$ cat config.mk
export PLATFORM = sky130hd
export DESIGN_NAME = ov7670_cfg_sequencer
export DESIGN_NICKNAME = d
export VERILOG_FILES = /design/src/rtl/ov7670_cfg_sequencer.sv
export SDC_FILE = /design/constraint.sdc
export NUM_CORES = 1
export LEC_CHECK = 0
export CAP_MARGIN = 15
export CORE_MARGIN = 8
export CORE_UTILIZATION = 40
export CTS_CLUSTER_DIAMETER = 60
export DETAILED_ROUTE_END_ITERATION = 12
export GPL_TIMING_DRIVEN = 0
export HOLD_SLACK_MARGIN = 0.08
export MAX_ROUTING_LAYER = met4
export SKIP_CTS_REPAIR_TIMING = 1
export SLEW_MARGIN = 20
export SYNTH_ARGS = -nofsm -noshare
export SYNTH_HDL_FRONTEND = slang
export SYNTH_SLANG_ARGS = --single-unit
$ cat constraint.sdc
create_clock -name i_clk -period 2.44 [get_ports i_clk]
set_clock_uncertainty 0.05 [all_clocks]
set_input_delay 0.488 -clock i_clk [delete_from_list [all_inputs] [get_ports i_clk]]
set_output_delay 0.488 -clock i_clk [all_outputs]
set_load 0.01 [all_outputs]
$ cat src/rtl/ov7670_cfg_sequencer.sv
// Walks a camera register table held in a synchronous ROM and issues one SCCB
// write per entry, with NACK retry, timed-delay entries and an end-of-table marker.
module ov7670_cfg_sequencer #(
    parameter int          CLK_FREQ  = 25_000_000,
    parameter int          DELAY_MS  = 10,
    parameter int          ROM_AW    = 8,
    parameter int          MAX_RETRY = 3,
    parameter logic [15:0] END_WORD  = 16'hFFFF,
    parameter logic [15:0] DLY_WORD  = 16'hFFF0
) (
    input  logic              i_clk,
    input  logic              i_rstn,
    input  logic              i_cfg_start,
    output logic              o_busy,
    output logic              o_cfg_done,
    output logic              o_cfg_err,
    output logic [ROM_AW-1:0] o_err_index,
    output logic [ROM_AW-1:0] o_rom_addr,
    input  logic [15:0]       i_rom_data,
    output logic              o_sccb_start,
    output logic [7:0]        o_sccb_addr,
    output logic [7:0]        o_sccb_din,
    input  logic              i_sccb_ready,
    input  logic              i_sccb_done,
    input  logic              i_sccb_ack
);

    localparam int DELAY_CYC = CLK_FREQ / 1000 * DELAY_MS;
    localparam int DW        = (DELAY_CYC > 1) ? $clog2(DELAY_CYC) : 1;
    localparam int RW        = (MAX_RETRY > 1) ? $clog2(MAX_RETRY) : 1;

    typedef enum logic [3:0] {
        S_IDLE,
        S_ROM_REQ,
        S_ROM_WAIT,
        S_DECODE,
        S_ARM,
        S_START,
        S_WAIT_DONE,
        S_DELAY,
        S_NEXT,
        S_DONE,
        S_FAIL
    } state_t;

    state_t            state;
    logic [ROM_AW-1:0] index;
    logic [RW-1:0]     retry;
    logic [DW-1:0]     delay_cnt;

    // NOTE: every register, outputs included, sits in this one async-reset block,
    // so asserting i_rstn clears the SCCB request without waiting for a clock edge.
    always_ff @(posedge i_clk or negedge i_rstn) begin
        if (!i_rstn) begin
            state        <= S_IDLE;
            index        <= '0;
            retry        <= '0;
            delay_cnt    <= '0;
            o_busy       <= 1'b0;
            o_cfg_done   <= 1'b0;
            o_cfg_err    <= 1'b0;
            o_err_index  <= '0;
            o_rom_addr   <= '0;
            o_sccb_start <= 1'b0;
            o_sccb_addr  <= '0;
            o_sccb_din   <= '0;
        end else begin
            case (state)
                S_IDLE: begin
                    if (i_cfg_start) begin
                        index      <= '0;
                        o_cfg_done <= 1'b0;
                        o_cfg_err  <= 1'b0;
                        o_busy     <= 1'b1;
                        state      <= S_ROM_REQ;
                    end
                end
                S_ROM_REQ: begin
                    o_rom_addr <= index;
                    state      <= S_ROM_WAIT;
                end
                S_ROM_WAIT: state <= S_DECODE;
                S_DECODE: begin
                    if (i_rom_data == END_WORD) begin
                        state <= S_DONE;
                    end else if (i_rom_data == DLY_WORD) begin
                        delay_cnt <= DW'(DELAY_CYC - 1);
                        state     <= S_DELAY;
                    end else begin
                        o_sccb_addr <= i_rom_data[15:8];
                        o_sccb_din  <= i_rom_data[7:0];
                        retry       <= '0;
                        state       <= S_ARM;
                    end
                end
                S_ARM: begin
                    if (i_sccb_ready) begin
                        o_sccb_start <= 1'b1;
                        state        <= S_START;
                    end
                end
                // The master signals acceptance by dropping ready.
                S_START: begin
                    if (!i_sccb_ready) begin
                        o_sccb_start <= 1'b0;
                        state        <= S_WAIT_DONE;
                    end
                end
                S_WAIT_DONE: begin
                    if (i_sccb_done) begin
                        if (i_sccb_ack) begin
                            state <= S_NEXT;
                        end else if (int'(retry) + 1 < MAX_RETRY) begin
                            retry <= retry + 1'b1;
                            state <= S_ARM;
                        end else begin
                            o_err_index <= index;
                            o_cfg_err   <= 1'b1;
                            state       <= S_FAIL;
                        end
                    end
                end
                S_DELAY: begin
                    if (delay_cnt == '0) begin
                        state <= S_NEXT;
                    end else begin
                        delay_cnt <= delay_cnt - 1'b1;
                    end
                end
                // The last ROM slot ends the table even without an END_WORD.
                S_NEXT: begin
                    if (index == {ROM_AW{1'b1}}) begin
                        state <= S_DONE;
                    end else begin
                        index <= index + 1'b1;
                        state <= S_ROM_REQ;
                    end
                end
                S_DONE: begin
                    o_cfg_done <= 1'b1;
                    o_busy     <= 1'b0;
                    state      <= S_IDLE;
                end
                S_FAIL: begin
                    o_busy <= 1'b0;
                    state  <= S_IDLE;
                end
                default: state <= S_IDLE;
            endcase
        end
    end

endmodule
### Sequential cells grouped by signal name, run 1

Scale: 4 px per um.
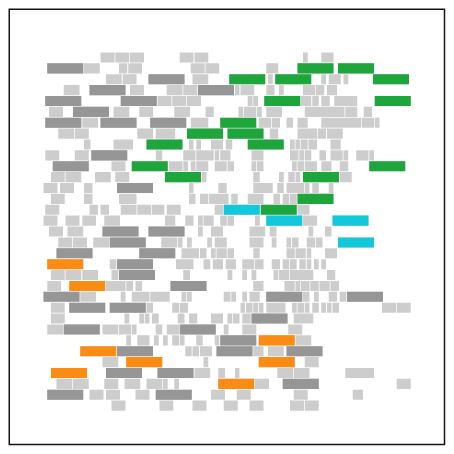
| color | netlist name | placed flops |
|---|---|---|
| green | `delay_cnt` | 18 |
| orange | `o_err_index` | 8 |
| cyan | `state` | 4 |
not colored: 38
Final Util: 52.6%
flop share of the area: 39.2%

### Routing congestion, run 1

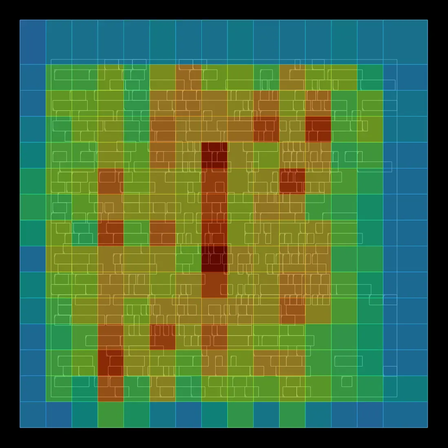
met3 usage: 4.40%
M2 GR Usage: 22.4%
met1 Usage GRT: 20.1%
GRT busiest layer: met2
WL/cell: 16.2 um

### Met1 routing, run 1

Scale: 2 px per um.
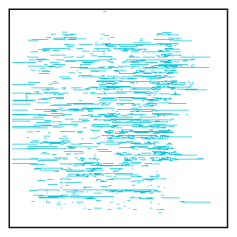
longest straight run: 46.5 um
share of all routed wire: 49%
routed wire length: 8170 um
DR vias: 2645

### Layout detail, run 1

Region (69, 69) to (94, 94) um. Cells in gray, sequential cells in the stronger gray; small squares are vias.
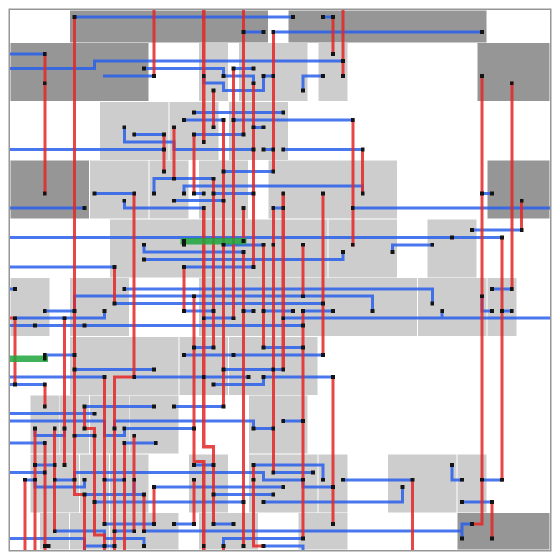
| color | layer |
|---|---|
| blue | met1 |
| red | met2 |
| green | met3 |
cells with their middle in the window: 42
sequential cells in the window: 3
most frequent: nor2_1 (4), nand2_1 (4)
netlist names of flops here include: `delay_cnt` (3)

==> results_slide.txt, run 1 <==
Synthesis and Place & Route Summary

Floorplanning
  • FP Util: 41.4%
  • Chip width: 108 um
  • Standard-cell rows: 33
  • I/O pin count: ~58
  • DIE AREA: 11800 um2

Setup path
  • Worst path max stage delay: 580 ps
  • Required @ worst endpoint: 2620 ps
  • Critical-path top delay cell: or4_4
  • Delay-heaviest family, CP: simple AND/OR/NAND/NOR gates
  • CP cell instances: clkbuf_1, nand4b_1, or4_4, a2111oi_4, xor2_1, or2_1
  • CP Launch Type: flop
  • Crit path buf inv count: 1

Run status
  • Status: finished clean

STA
  • Total negative slack: 0 ps
  • Fin crit period: 2280 ps

Global route
  • Vias in the first global route: about 2700
  • First-pass GRT wire length: between 10000 and 15000 um
  • Largest net degree at the start of global routing: 36
  • Congestion Overflow GR: 0

Layout
  • Area delta synth->final: 27.1%
  • Comb area: 1660 um2
  • Ant diodes: 0
  • Layout cell share with drive strength beyond 1: 16.0%

Logic synthesis
  • Ys async rst share: 100%
  • Top cell type by instance count after synthesis: dfrtp_1
  • Cell type with the largest total area: dfrtp_1

CTS
  • CTS clk-pin slew, worst paths: 70 ps
  • Clk ins delay skew pair: 340 ps
  • Root Buffer: clkbuf_8

Detailed routing
  • DRC Markers: 0
  • DR iter-0 viols: 119
  • Routed Antenna Nets: 0

Run
  • Max-cap violations: 0

Placed design
  • Port buffer count: 57

Power and ir drop
  • Internal power: approximately 2.6 mW
==> run 1: worst reg2reg max path, delay by kind of cell (launching register included) <==
kind,cells,cell delay (ps)
XOR/XNOR,1,90
AND-OR/OR-AND,1,350
buffers and inverters,1,210
flip-flops,1,360
AND/OR/NAND/NOR,3,1120
==> run 1: metal layers <==
| metal | vias to the layer above | routed length, um | GRT usage [%] |
|---|---|---|---|
| met5 | - | 0 | - |
| met4 | 0 | 83 | 4.79 |
| met3 | 4 | 310 | 4.40 |
| met2 | 46 | 3810 | 22.4 |
| met1 | 1288 | 3960 | 20.1 |
| li1 | 1307 | - | - |
==> run 1: flip-flops by register name, summed over array words and instances (netlist names) <==
name / flops
o_cfg_err: 1
o_sccb_addr: 8
o_sccb_din: 8
o_rom_addr: 8
index: 8
o_err_index: 8
o_busy: 1
delay_cnt: 18
state: 4
retry: 2
o_sccb_start: 1
o_cfg_done: 1
==> run 1: cell usage in the layout (no fill, tap or decap), types with 3 or more instances in the layout <==
cell type and n:
clkdlybuf4s50_1 56, inv_1 9, clkbuf_8 9, ha_1 4, a211oi_1 3, nand4_1 9
mux2_2 32, a21oi_1 15, nor3b_1 3, clkinv_2 3, o21a_1 3, nor4_2 3
clkbuf_1 8, nor4_1 3, xor2_1 3, or3_1 3, dfrtp_1 68, o21ai_0 12
mux2i_1 4, nand3_1 12, nor2_1 29, nand2_1 29, xnor2_1 15, buf_4 3
nor3_1 9, nand2b_1 6, o21ai_1 3, and3_1 5
==> run 1: cell type report <==
type | instances | share of cell area [%]
flip-flops and latches | 68 | 39.2
multi-input cells | 236 | 38.3
repair buffers | 60 | 13.9
well taps | 105 | 3.03
clock buffers | 10 | 2.94
plain buffers | 11 | 1.10
inverters | 9 | 0.778
clock inverters | 5 | 0.692
==> run 1: kinds of logic after synthesis <==
family | after synthesis | share of synthesized area, %
compound gates | 47 | 9.34
simple gates | 131 | 20.6
buf+inv | 21 | 2.49
flops | 68 | 49.8
xor+xnor | 18 | 4.61
fa+ha+maj | 4 | 1.46
mux | 36 | 11.7
==> run 1: final timing paths <==
| kind | depth (start not counted) | to | slack (ps) | startpoint |
|---|---|---|---|---|
| worst max register to register | 6 | delay_cnt[17] | 160 | state[3] |
| max in group asynchronous | 3 | o_sccb_din[2] | 1220 | i_rstn |
| min in group asynchronous | 2 | o_rom_addr[4] | 590 | i_rstn |
| worst min register to register | 2 | o_err_index[3] | 430 | o_err_index[3] |
| worst min-delay path | 2 | o_err_index[3] | 430 | o_err_index[3] |
| worst max-delay path | 6 | delay_cnt[17] | 160 | state[3] |
==> run 1: power groups by stage <==
stage,Sequential (mW),Clock (mW),Combinational [mW]
after floorplan,1.69,0,0.807
final,1.63,0.787,1.55
after detailed placement,1.63,0,1.57
after global routing,1.68,0.871,1.72
after CTS,1.61,0.816,1.57
after global placement,1.62,0,1.55
### Gate families picked out, run 1

Scale: 2 px per um.
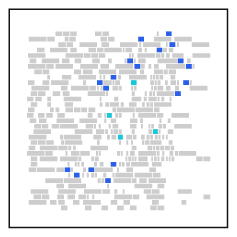

==> inputs of run 2 (changes only) <==
--- a/config.mk
+++ b/config.mk
@@ -6,7 +6,7 @@
 export NUM_CORES = 1
 export LEC_CHECK = 0
 export CAP_MARGIN = 15
-export CORE_MARGIN = 8
+export CORE_MARGIN = 10
 export CORE_UTILIZATION = 40
 export CTS_CLUSTER_DIAMETER = 60
 export DETAILED_ROUTE_END_ITERATION = 12
### Gate families picked out, run 2

Scale: 2 px per um.
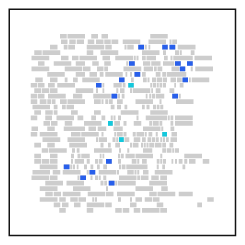
| color | family | cells |
|---|---|---|
| cyan | AND-OR and OR-AND gates | 4 |
| blue | XOR/XNOR gates | 18 |
Commonest Layout Cell: dfrtp_1
combinational share of cell area: 37.1%
post-route insts no fill: 506

==> run 2 against run 1 <==
Compared with the run above: register-to-register slack about the same; synthesized area unchanged; synthesized cell count unchanged; sequential share of layout area down 0.79 points; global-route usage down 2.1 points; critical path depth down 1; via count up 0.26%; wire length down 2.1%; utilization up 1.1 points; fmax down 0.23%; first-iteration DRC count up 8.4%; sequential power about the same.
==> results_slide.txt, run 2 <==
Synthesis and Place & Route Summary

Run status
  • Status: finished clean

Logic synthesis
  • Cell type with the largest total area: dfrtp_1
  • Top cell type by instance count after synthesis: dfrtp_1
  • Synth warn: 0
  • Mapped Avg Cell Area: 10.5 um2
  • Post-synthesis cell area: 3420 um2
  • Ys async rst share: 100%
  • #FFs+latches synth: approximately 70

Detailed routing
  • DRC Markers: 0
  • WL/cell: 15.8 um
  • DR iter-0 viols: 129
  • Routed wire length: 8000 um
  • DR vias: roughly 2700
  • Routed Antenna Nets: 0

Layout
  • Max FFs per register: 18
  • Final Util: a little over half
  • Ant diodes: 0
  • Layout cell share with drive strength beyond 1: 16.2%
  • Most frequent cells in the layout: dfrtp_1 (68), clkdlybuf4s50_1 (56), mux2_2 (32)
  • Most flops, register: delay_cnt
  • Area delta synth->final: 29.7%

Floorplanning
  • I/O pin count: 58
  • FP Util: 41.4%
  • Chip width: 112 um
  • DIE AREA: between 10000 and 15000 um2
  • Standard-cell rows: 33

CTS
  • Clock tree buffer depth: 2
  • CTS clk-pin slew, worst paths: approximately 80 ps
  • Clk ins delay skew pair: 340 ps
  • Root Buffer: clkbuf_8

STA
  • Total negative slack: 0 ps
  • Fin crit period: 2280 ps
  • RSZ-0062 raised after global routing: no
  • Max transition margin: 39.4%

Setup path
  • CP Launch Type: flop
  • CP cell instances: or4_4, or4_4, a2111oi_4, xor2_1, or2_1
  • Required @ worst endpoint: 2630 ps
  • Worst path max stage delay: between 500 and 600 ps
  • Critical-path top delay cell: or4_4

Run
  • Max-cap violations: 0

Global route
  • Largest net degree at the start of global routing: 36
  • Congestion Overflow GR: 0
  • Vias in the first global route: ~2800
  • First-pass GRT wire length: roughly 14000 um

Power and ir drop
  • P_leak: around 1.8 nW

Placed design
  • Port buffer count: 57
## run 2: where the power goes
group / total [mW] / internal, mW / leakage [nW] / switching [mW]
combinational: 1.55 / 0.808 / 0.840 / 0.743
clock: 1.18 / 0.739 / 0.126 / 0.443
sequential: 1.63 / 1.41 / 0.814 / 0.214
total: 4.36 / 2.96 / 1.78 / 1.40
## run 2: metal layers
layer  vias up  share of wire [%]  track usage (%)
met5         -                  0                -
met3         8                3.6             2.98
met1      1278                 49             17.4
met4         0                1.4             4.31
met2        54                 46             19.8
li1       1312                  -                -
## run 2: final timing paths
| kind | to | from | slack [ps] | cells after the start |
|---|---|---|---|---|
| min in group asynchronous | o_cfg_done | i_rstn | 590 | 2 |
| setup / recovery | delay_cnt[17] | delay_cnt[12] | 160 | 5 |
| setup reg to reg | delay_cnt[17] | delay_cnt[12] | 160 | 5 |
| hold reg to reg | o_err_index[3] | o_err_index[3] | 430 | 2 |
| max in group asynchronous | delay_cnt[5] | i_rstn | 1210 | 3 |
| hold / removal | o_err_index[3] | o_err_index[3] | 430 | 2 |
## run 2: layout make-up
cell class,instances,area [um2]
buffer,11,47.5
clock buffer,11,151
clock inverter,5,106
fill,769,3830
inverter,9,33.8
multi-input combinational,236,1650
sequential,68,1700
tap,105,131
timing repair buffer,61,613
## run 2: worst max-delay path: cells and delay by family, from the launching register on
kind | cells | cell delay, ps
AOI/OAI and AO/OA | 1 | 350
xor gates and xnor gates | 1 | 100
and+or+nand+nor | 3 | 1260
DFF | 1 | 410
## run 2: logic make-up after synthesis
logic type               after synthesis  synth area share [%]
buffers and inverters                 21                  2.49
adder cells (fa/ha/maj)                4                  1.46
AND-OR/OR-AND                         47                  9.34
flip-flops                            68                  49.8
XOR/XNOR                              18                  4.61
multiplexers                          36                  11.7
AND/OR/NAND/NOR                      131                  20.6
## run 2: through the flow
stage          cells  setup slack [ps]  hold WS [ps]
6_report         506               155           433
5_1_grt          506              1.05           469
4_1_cts          504             -24.9          47.3
3_5_place_dp     488              -396           417
3_3_place_gp     487             -1640           412
2_1_floorplan    325               266           142
### Routing congestion, run 2

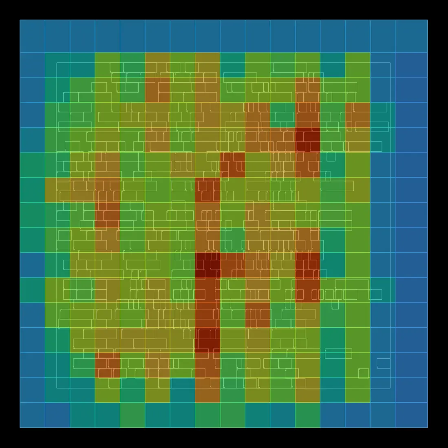

==> inputs of run 3 (changes only) <==
--- a/config.mk
+++ b/config.mk
@@ -13,7 +13,6 @@
 export GPL_TIMING_DRIVEN = 0
 export HOLD_SLACK_MARGIN = 0.08
 export MAX_ROUTING_LAYER = met4
-export SKIP_CTS_REPAIR_TIMING = 1
 export SLEW_MARGIN = 20
 export SYNTH_ARGS = -nofsm -noshare
 export SYNTH_HDL_FRONTEND = slang
### Routing congestion, run 3

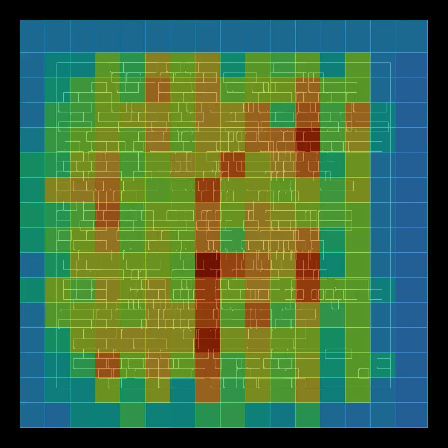
met3 usage: 3.04%
WL/cell: 15.8 um
met1 Usage GRT: 17.3%

==> run 3 against run 2 <==
Compared with the run above: synthesized cell count unchanged; synthesized area unchanged; cell count unchanged; die area unchanged; sequential cell count unchanged; count of clock-buffer cells in the layout unchanged; via count decreased by 0.45%; utilization unchanged; final area unchanged; wire length increased by 0.10%; power about the same; hold slack about the same; largest power group unchanged.
==> results_slide.txt, run 3 <==
Synthesis and Place & Route Summary

Logic synthesis
  • Synth warn: 0
  • Post-synthesis cell area: 3420 um2
  • Top cell type by instance count after synthesis: dfrtp_1

STA
  • Max transition margin: 39.5%
  • RSZ-0062 raised after global routing: no

Run status
  • Status: finished clean

Layout
  • Most flops, register: delay_cnt
  • Layout cell share with drive strength beyond 1: 16.2%
  • Comb area: about 1600 um2
  • Area delta synth->final: 29.7%

Floorplanning
  • Chip width: 112 um
  • FP Util: 41.4%
  • I/O pin count: 58

Setup path
  • CP Launch Type: flop
  • Required @ worst endpoint: 2620 ps

Power and ir drop
  • P_leak: approximately 1.8 nW
  • Internal power: between 2 and 3 mW

Placed design
  • Placed cell count: 488

Detailed routing
  • DR iter-0 viols: between 100 and 150
  • Routed Antenna Nets: 0

Global route
  • Vias in the first global route: 2753
[run 3: worst paths after layout]
check	slack, ps	end	startpoint	cells after the start
setup / recovery	160	delay_cnt[17]	delay_cnt[12]	5
min in group asynchronous	590	o_cfg_done	i_rstn	2
max in group asynchronous	1210	delay_cnt[5]	i_rstn	3
hold / removal	430	o_err_index[3]	o_err_index[3]	2
hold reg to reg	430	o_err_index[3]	o_err_index[3]	2
setup reg to reg	160	delay_cnt[17]	delay_cnt[12]	5
[run 3: per-layer routing]
layer	part of all wire, %	vias to the layer above	global-route usage, %
li1	-	1310	-
met1	50	1274	17.3
met2	46	48	19.8
met3	3.5	8	3.04
met4	1.4	0	4.31
met5	0	-	-
[run 3: per-stage QoR]
stage / setup TNS [ps] / hold slack (ps) / setup WS, ps / instance area (um2)
finish: 0 / 433 / 155 / 4430
global route: 0 / 469 / 1.05 / 4430
CTS: 0 / 437 / 20.6 / 4410
detailed placement: -4750 / 417 / -396 / 4140
global placement: -115400 / 412 / -1640 / 4120
floorplan: 0 / 142 / 266 / 3420
[run 3: timing repair]
item / 4_1_cts / 5_1_grt
endpoints found under the setup margin: 10 / 22
hold buffers: 1 / 0
gates resized: 1 / 2
cloned: 0 / 0
hold endpoints to repair: 33 / 0
buffers inserted: 0 / 2
[run 3: worst max-delay path, stage by stage (launching register included)]
cell and delay, ps:
dfrtp_1 410, or4_4 580, or4_4 470, a2111oi_4 350, xor2_1 100, or2_1 210
[run 3: power groups by stage]
stage / combinational, mW / sequential, mW / clock [mW]
6_report: 1.55 / 1.63 / 1.18
5_1_grt: 1.72 / 1.67 / 1.26
2_1_floorplan: 0.807 / 1.69 / 0
3_5_place_dp: 1.57 / 1.63 / 0
4_1_cts: 1.58 / 1.61 / 1.21
3_3_place_gp: 1.56 / 1.62 / 0
[run 3: final cells by class]
type	instances	share of cell area [%]
sequential	68	38.4
clock inverter	5	2.40
timing repair buffer	61	13.8
clock buffer	11	3.42
inverter	9	0.762
buffer	11	1.07
multi-input combinational	236	37.1
tap	105	2.97
[run 3: logic make-up (layout without fill, tap and decap cells)]
kind of cell,count (synthesis),in the layout,share of synthesized area (%)
AND-OR/OR-AND,47,47,9.34
adder cells (fa/ha/maj),4,4,1.46
buffers and inverters,21,97,2.49
multiplexers,36,36,11.7
XOR/XNOR,18,18,4.61
flip-flops,68,68,49.8
AND/OR/NAND/NOR,131,131,20.6
Power figures rest on the tool's default switching activity, not on a simulated workload.
